[config.mk]
export PLATFORM = sky130hd
export DESIGN_NAME = dmem_lsu
export DESIGN_NICKNAME = d
export VERILOG_FILES = /design/src/rtl/dmem_lsu.sv
export SDC_FILE = /design/constraint.sdc
export NUM_CORES = 1
export LEC_CHECK = 0
export CAP_MARGIN = 30
export CORE_AREA = 2 2 132 134
export CTS_BUF_LIST = sky130_fd_sc_hd__clkbuf_8
export CTS_CLUSTER_DIAMETER = 80
export DETAILED_ROUTE_END_ITERATION = 7
export DIE_AREA = 0 0 134 136
export PLACE_DENSITY_LB_ADDON = 0.3
export SLEW_MARGIN = 10
export SYNTH_ARGS = -nofsm -noshare
export SYNTH_HDL_FRONTEND = slang
export SYNTH_SLANG_ARGS = --single-unit
[constraint.sdc]
create_clock -name clk -period 3.9 [get_ports clk]
set_input_delay 0.78 -clock clk [delete_from_list [all_inputs] [get_ports clk]]
set_output_delay 0.78 -clock clk [all_outputs]
set_load 0.01 [all_outputs]
[src/rtl/dmem_lsu.sv]
// dmem_lsu: load/store unit between execute and DMem.
// Takes one byte/half/word request at a time, drives lane-aligned address, data
// and byte mask to DMem, then extracts and extends load data for a one-cycle
// response. Build option: LSU_MISALIGN_SPLIT_EN splits misaligned half/word
// accesses into two word accesses; without it such accesses return rsp_err.
// DMem read data arrives one cycle after the address, so rsp_rdata is formed
// combinationally from MemReadData during the response cycle.

module dmem_lsu #(
    parameter int unsigned ADDR_W = 10
) (
    input  logic              clk,
    input  logic              rst_n,
    input  logic              req_valid,
    output logic              req_ready,
    input  logic              req_we,
    input  logic [1:0]        req_size,
    input  logic              req_unsigned,
    input  logic [ADDR_W-1:0] req_addr,
    input  logic [31:0]       req_wdata,
    output logic              rsp_valid,
    output logic [31:0]       rsp_rdata,
    output logic              rsp_err,
    output logic [ADDR_W-1:0] MemAddress,
    output logic [31:0]       MemWriteData,
    output logic [3:0]        MemWriteMask,
    input  logic [31:0]       MemReadData
);

`ifdef LSU_MISALIGN_SPLIT_EN
    localparam bit SPLIT_EN = 1'b1;
`else
    localparam bit SPLIT_EN = 1'b0;
`endif

    localparam int unsigned DATA_W = 32;
    localparam int unsigned MASK_W = 4;

    typedef enum logic [1:0] {
        S_IDLE = 2'd0,
        S_ACC0 = 2'd1,
        S_ACC1 = 2'd2,
        S_RESP = 2'd3
    } state_e;

    state_e              state_q, state_d;

    // Captured request fields
    logic                we_q, we_d;
    logic [1:0]          size_q, size_d;
    logic                uns_q, uns_d;
    logic [ADDR_W-1:0]   addr_q, addr_d;
    logic [DATA_W-1:0]   wdata_q, wdata_d;
    logic [DATA_W-1:0]   w0data_q, w0data_d;

    // Registered outputs
    logic                ready_q, ready_d;
    logic                valid_q, valid_d;
    logic                err_q, err_d;
    logic [ADDR_W-1:0]   maddr_q, maddr_d;
    logic [DATA_W-1:0]   mwdata_q, mwdata_d;
    logic [MASK_W-1:0]   mmask_q, mmask_d;

    // Lane decode inputs: live request while idle, captured fields otherwise
    logic                sel_we;
    logic [1:0]          sel_size;
    logic [ADDR_W-1:0]   sel_addr;
    logic [DATA_W-1:0]   sel_wdata;

    logic [MASK_W-1:0]   base_mask;
    logic [2*MASK_W-1:0] lane_mask;
    logic [2*DATA_W-1:0] lane_data;
    logic                need_split;
    logic                acc_err;
    logic                acc_split;
    logic                do_write;
    logic [ADDR_W-1:0]   word0;
    logic [ADDR_W-1:0]   word1;

    logic [DATA_W-1:0]   rd_w0;
    logic [DATA_W-1:0]   rd_w1;
    logic [DATA_W-1:0]   rd_word;
    logic [DATA_W-1:0]   rd_ext;

    // Select which request fields feed the lane decode
    always_comb begin
        sel_we    = we_q;
        sel_size  = size_q;
        sel_addr  = addr_q;
        sel_wdata = wdata_q;
        if (state_q == S_IDLE) begin
            sel_we    = req_we;
            sel_size  = req_size;
            sel_addr  = req_addr;
            sel_wdata = req_wdata;
        end
    end

    // Byte-lane placement, split detection and error classification
    always_comb begin
        unique case (sel_size)
            2'b00:   base_mask = 4'b0001;
            2'b01:   base_mask = 4'b0011;
            2'b10:   base_mask = 4'b1111;
            default: base_mask = 4'b0000;
        endcase
        lane_mask  = 8'(base_mask) << sel_addr[1:0];
        lane_data  = 64'(sel_wdata) << {sel_addr[1:0], 3'b000};
        need_split = |lane_mask[7:4];
        acc_err    = (sel_size == 2'b11) || (!SPLIT_EN && need_split);
        acc_split  = SPLIT_EN && need_split;
        do_write   = sel_we && !acc_err;
        word0      = {sel_addr[ADDR_W-1:2], 2'b00};
        word1      = word0 + ADDR_W'(4);
    end

    // Next-state and registered-output logic
    always_comb begin
        state_d  = state_q;
        we_d     = we_q;
        size_d   = size_q;
        uns_d    = uns_q;
        addr_d   = addr_q;
        wdata_d  = wdata_q;
        w0data_d = w0data_q;
        ready_d  = 1'b0;
        valid_d  = 1'b0;
        err_d    = 1'b0;
        maddr_d  = maddr_q;
        mwdata_d = '0;
        mmask_d  = '0;

        unique case (state_q)
            S_IDLE: begin
                ready_d = 1'b1;
                if (req_valid) begin
                    state_d = S_ACC0;
                    ready_d = 1'b0;
                    we_d    = req_we;
                    size_d  = req_size;
                    uns_d   = req_unsigned;
                    addr_d  = req_addr;
                    wdata_d = req_wdata;
                    maddr_d = word0;
                    if (do_write) begin
                        mmask_d  = lane_mask[3:0];
                        mwdata_d = lane_data[31:0];
                    end
                end
            end
            S_ACC0: begin
                if (acc_split) begin
                    state_d = S_ACC1;
                    maddr_d = word1;
                    if (do_write) begin
                        mmask_d  = lane_mask[7:4];
                        mwdata_d = lane_data[63:32];
                    end
                end else begin
                    state_d = S_RESP;
                    valid_d = 1'b1;
                    err_d   = acc_err;
                end
            end
            S_ACC1: begin
                state_d  = S_RESP;
                valid_d  = 1'b1;
                err_d    = acc_err;
                w0data_d = MemReadData;
            end
            S_RESP: begin
                state_d = S_IDLE;
                ready_d = 1'b1;
            end
            default: begin
                state_d = S_IDLE;
                ready_d = 1'b1;
            end
        endcase
    end

    // State and output registers
    always_ff @(posedge clk or negedge rst_n) begin
        if (!rst_n) begin
            state_q  <= S_IDLE;
            we_q     <= 1'b0;
            size_q   <= 2'b00;
            uns_q    <= 1'b0;
            addr_q   <= '0;
            wdata_q  <= '0;
            w0data_q <= '0;
            ready_q  <= 1'b1;
            valid_q  <= 1'b0;
            err_q    <= 1'b0;
            maddr_q  <= '0;
            mwdata_q <= '0;
            mmask_q  <= '0;
        end else begin
            state_q  <= state_d;
            we_q     <= we_d;
            size_q   <= size_d;
            uns_q    <= uns_d;
            addr_q   <= addr_d;
            wdata_q  <= wdata_d;
            w0data_q <= w0data_d;
            ready_q  <= ready_d;
            valid_q  <= valid_d;
            err_q    <= err_d;
            maddr_q  <= maddr_d;
            mwdata_q <= mwdata_d;
            mmask_q  <= mmask_d;
        end
    end

    // Load extraction: shift the word pair down by the byte offset, then extend
    always_comb begin
        rd_w0   = acc_split ? w0data_q : MemReadData;
        rd_w1   = acc_split ? MemReadData : '0;
        rd_word = 32'({rd_w1, rd_w0} >> {addr_q[1:0], 3'b000});
        unique case (size_q)
            2'b00:   rd_ext = uns_q ? {24'h000000, rd_word[7:0]}
                                    : {{24{rd_word[7]}}, rd_word[7:0]};
            2'b01:   rd_ext = uns_q ? {16'h0000, rd_word[15:0]}
                                    : {{16{rd_word[15]}}, rd_word[15:0]};
            2'b10:   rd_ext = rd_word;
            default: rd_ext = '0;
        endcase
        rsp_rdata = (valid_q && !err_q && !we_q) ? rd_ext : '0;
    end

    assign req_ready    = ready_q;
    assign rsp_valid    = valid_q;
    assign rsp_err      = err_q;
    assign MemAddress   = maddr_q;
    assign MemWriteData = mwdata_q;
    assign MemWriteMask = mmask_q;

endmodule

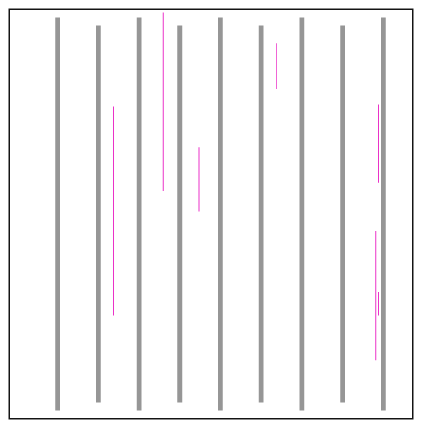
met4.png
Drawn at 3 px/um. Supply wires on this layer in grey.
- share of all routed wire: 1.5%
- main direction: vertical
- longest straight run: 69.4 um
Routed Wire Length: 15,700 um
via count: 4,712

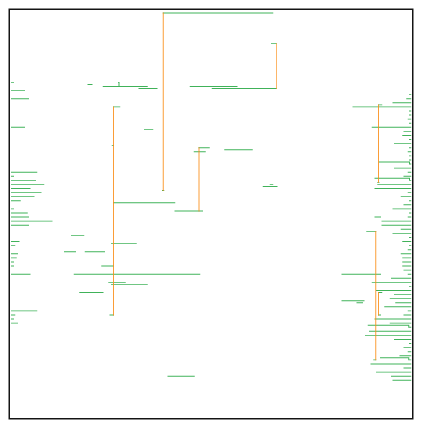
metal_stack.png
Drawn at 3 px/um. Only two layers are drawn.
- met4: orange (wire length 241 um)
- met3: green (wire length 776 um)

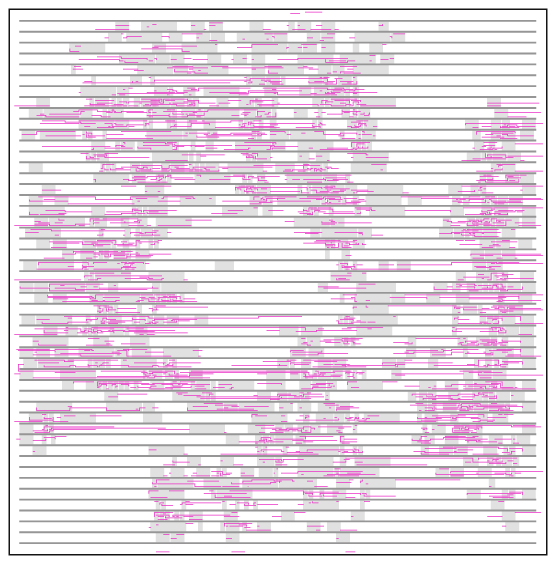
met1.png
Drawn at 4 px/um. Supply wires on this layer in grey. Cells faint in the background.
- nets with wire on the layer: 702
- share of all routed wire: 43%
- wire length on this layer: 6,700 um

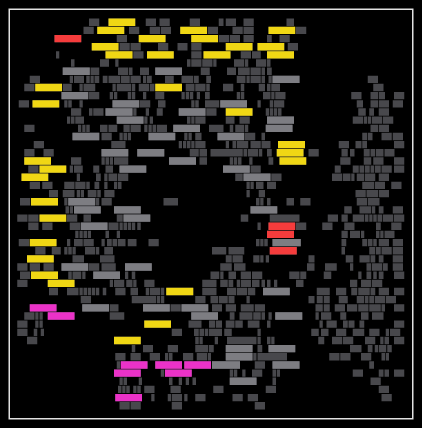
registers.png
Drawn at 3 px/um. Other sequential cells in the stronger grey, the rest of the logic in the fainter grey.
- `MemWriteData`: yellow (flops 32)
- `MemAddress`: magenta (flops 8)
- `MemWriteMask`: red (flops 4)
- not coloured: 43

## cell type report
cell class | count | area, um2 | share of cell area
clock buffer | 12 | 165 | 0.0230
clock inverter | 4 | 52.6 | 0.00733
inverter | 7 | 26.3 | 0.00367
multi-input combinational | 444 | 2680 | 0.374
sequential | 87 | 2180 | 0.304
tap | 225 | 282 | 0.0393
timing repair buffer | 176 | 1780 | 0.248
## layer usage
metal / vias to the layer above / global-route usage / wire length (um)
met1: 2284 / 0.204 / 6700
met5: - / 0 / 0
met4: 0 / 0.0686 / 240
met3: 17 / 0.0224 / 776
met2: 164 / 0.314 / 7990
li1: 2247 / - / -
==> out/README.md <==
| Step | Result | Value |
|---|---|---|
| global routing | Number of antenna violations at the first check in global routing | 0 |
| critical path | Crit-path cells | clkdlybuf4s50_1 > nand2b_1 > a311o_1 > or3_4 > a21oi_1 > clkdlybuf4s50_1 |
| timing | Actual slew at the worst max-slew pin | 0.751 ns |
| critical path | Crit start category | primary input |
| drt | DR pass1 iterations | 4 |
| drt | Detailed Route Iter0 Violations | 231 |
| floorplan | Chip height | 136 um |
| critical path | CP Buf/Inv Count | 2 |
| cts | Clock root buffer | clkbuf_8 |
| pwr | Leakage power of the design | 3.21 nW |
| cts | Number of buffers created by CTS | 9 |
| pwr | Net Sw Power | 1.86 mW |
| pwr | Clock group share of total power | 0.148 |
| critical path | Number of gates on the worst path with buffers counted | 6 |
| floorplan | Initial cell density of the core | 0.301 |
| logic synthesis | Largest type area fraction | 0.423 |
| drt | DRT antenna net count | 0 |
| critical path | Worst endpoint required time | 3.12 ns |
| logic synthesis | Proportion of synthesized flip-flops having asynchronous set or reset | 1.00 |
| worst hold path | Hold WC Path Type | primary input to async pin |
| critical path | Critical Path End | rsp_rdata[20] |
| pwr | Total power after layout | 4.59 mW |
| logic synthesis | Complex Gates by Area | 0.112 |
| timing | Layout Skew | 0.0141 ns |
| logic synthesis | Ys flops | 87 |
| floorplan | Std-Cell Rows | 48 |
| final layout | Final Instance Count excl. Fillers | 955 |
| drt | Number of vias per cell after detailed routing | 4.93 |
| logic synthesis | Dominant kind of combinational cell | simple AND/OR/NAND/NOR gates |
| critical path | Library cell contributing the largest single delay on the critical path | clkdlybuf4s50_1 |
| timing | Setup repair after global routing missed its margin | no |
| floorplan | Chip area | 18,200 um2 |
| drt | Final routed wire length divided by cell count | 16.4 um |
| run status | Run status | finished clean |
| logic synthesis | Post-synth seq share | 0.428 |
| global routing | Maximum number of pins on one net before global-route repair | 47 |
| floorplan | Number of ports placed on the die boundary | 162 |
| pwr | P_comb | 2.50 mW |
| logic synthesis | Ys cells | 583 |
| logic synthesis | Ys Warns | 0 |
| critical path | Launching point of the worst reg2reg path | state_q[0]$_DFFE_PN0N_ |
| pwr | Power density over the cells | 640 nW/um2 |
| timing | Final tally of hold violations | 0 |
| final layout | Fraction of layout cells with a size suffix above 1 | 0.0986 |
| pwr | Clock group power | 0.680 mW |
| cts | Total number of clock tree sinks | 87 |
| critical path | Critical path class | primary input to output port |
| logic synthesis | Fa+ha+maj area frac | 0.0123 |
| global routing | First-pass GRT wire length | 24,600 um |
| critical path | Critical path origin | MemReadData[23] |
| critical path | Internal reg-to-reg setup slack | 1.25 ns |
| logic synthesis | Number of library cell types mapped by synthesis | 42 |
| final layout | Number of inserted filler cells in the final layout | 1,647 |
| global routing | Total global routing overflow | 0 |
| final layout | Post-synthesis to final-layout area growth | 41.0% |
| global routing | Via count of the first global-routing pass | 4,724 |
| run | Total of max-cap violations | 0 |
| timing | Top achievable clock speed | 265 MHz |
| timing | Time the final worst path needs with I/O delays and setup | 3.77 ns |
| logic synthesis | Synth Cell Area | 5080 um2 |
| pwr | Share of total power consumed by net switching | 0.405 |
| cts | Number of post-CTS setup repair buffers | 0 |
| final layout | Commonest non-fill, non-tap cells in the layout | nand2_1, clkdlybuf4s50_1, dfrtp_1 |
| logic synthesis | Synth Area per Inst | 8.72 um2 |
| critical path | Worst path top cell family by delay | buffers and inverters |
| logic synthesis | Top cells by instance count after synthesis | nand2_1, dfrtp_1, mux2i_1 |
| critical path | Worst r2r dst | MemWriteData[0]$_DFF_PN0_ |
| pwr | Sequential share of power | 0.307 |
| final layout | Most frequent standard cell in the layout excluding fill and tap cells | nand2_1 |
| logic synthesis | Area figure in the yosys stat output | 5080 um2 |
| pwr | Combinational share of power | 0.545 |
| logic synthesis | Mux share | 0.157 |
Power is estimated from default activity; no workload was simulated.
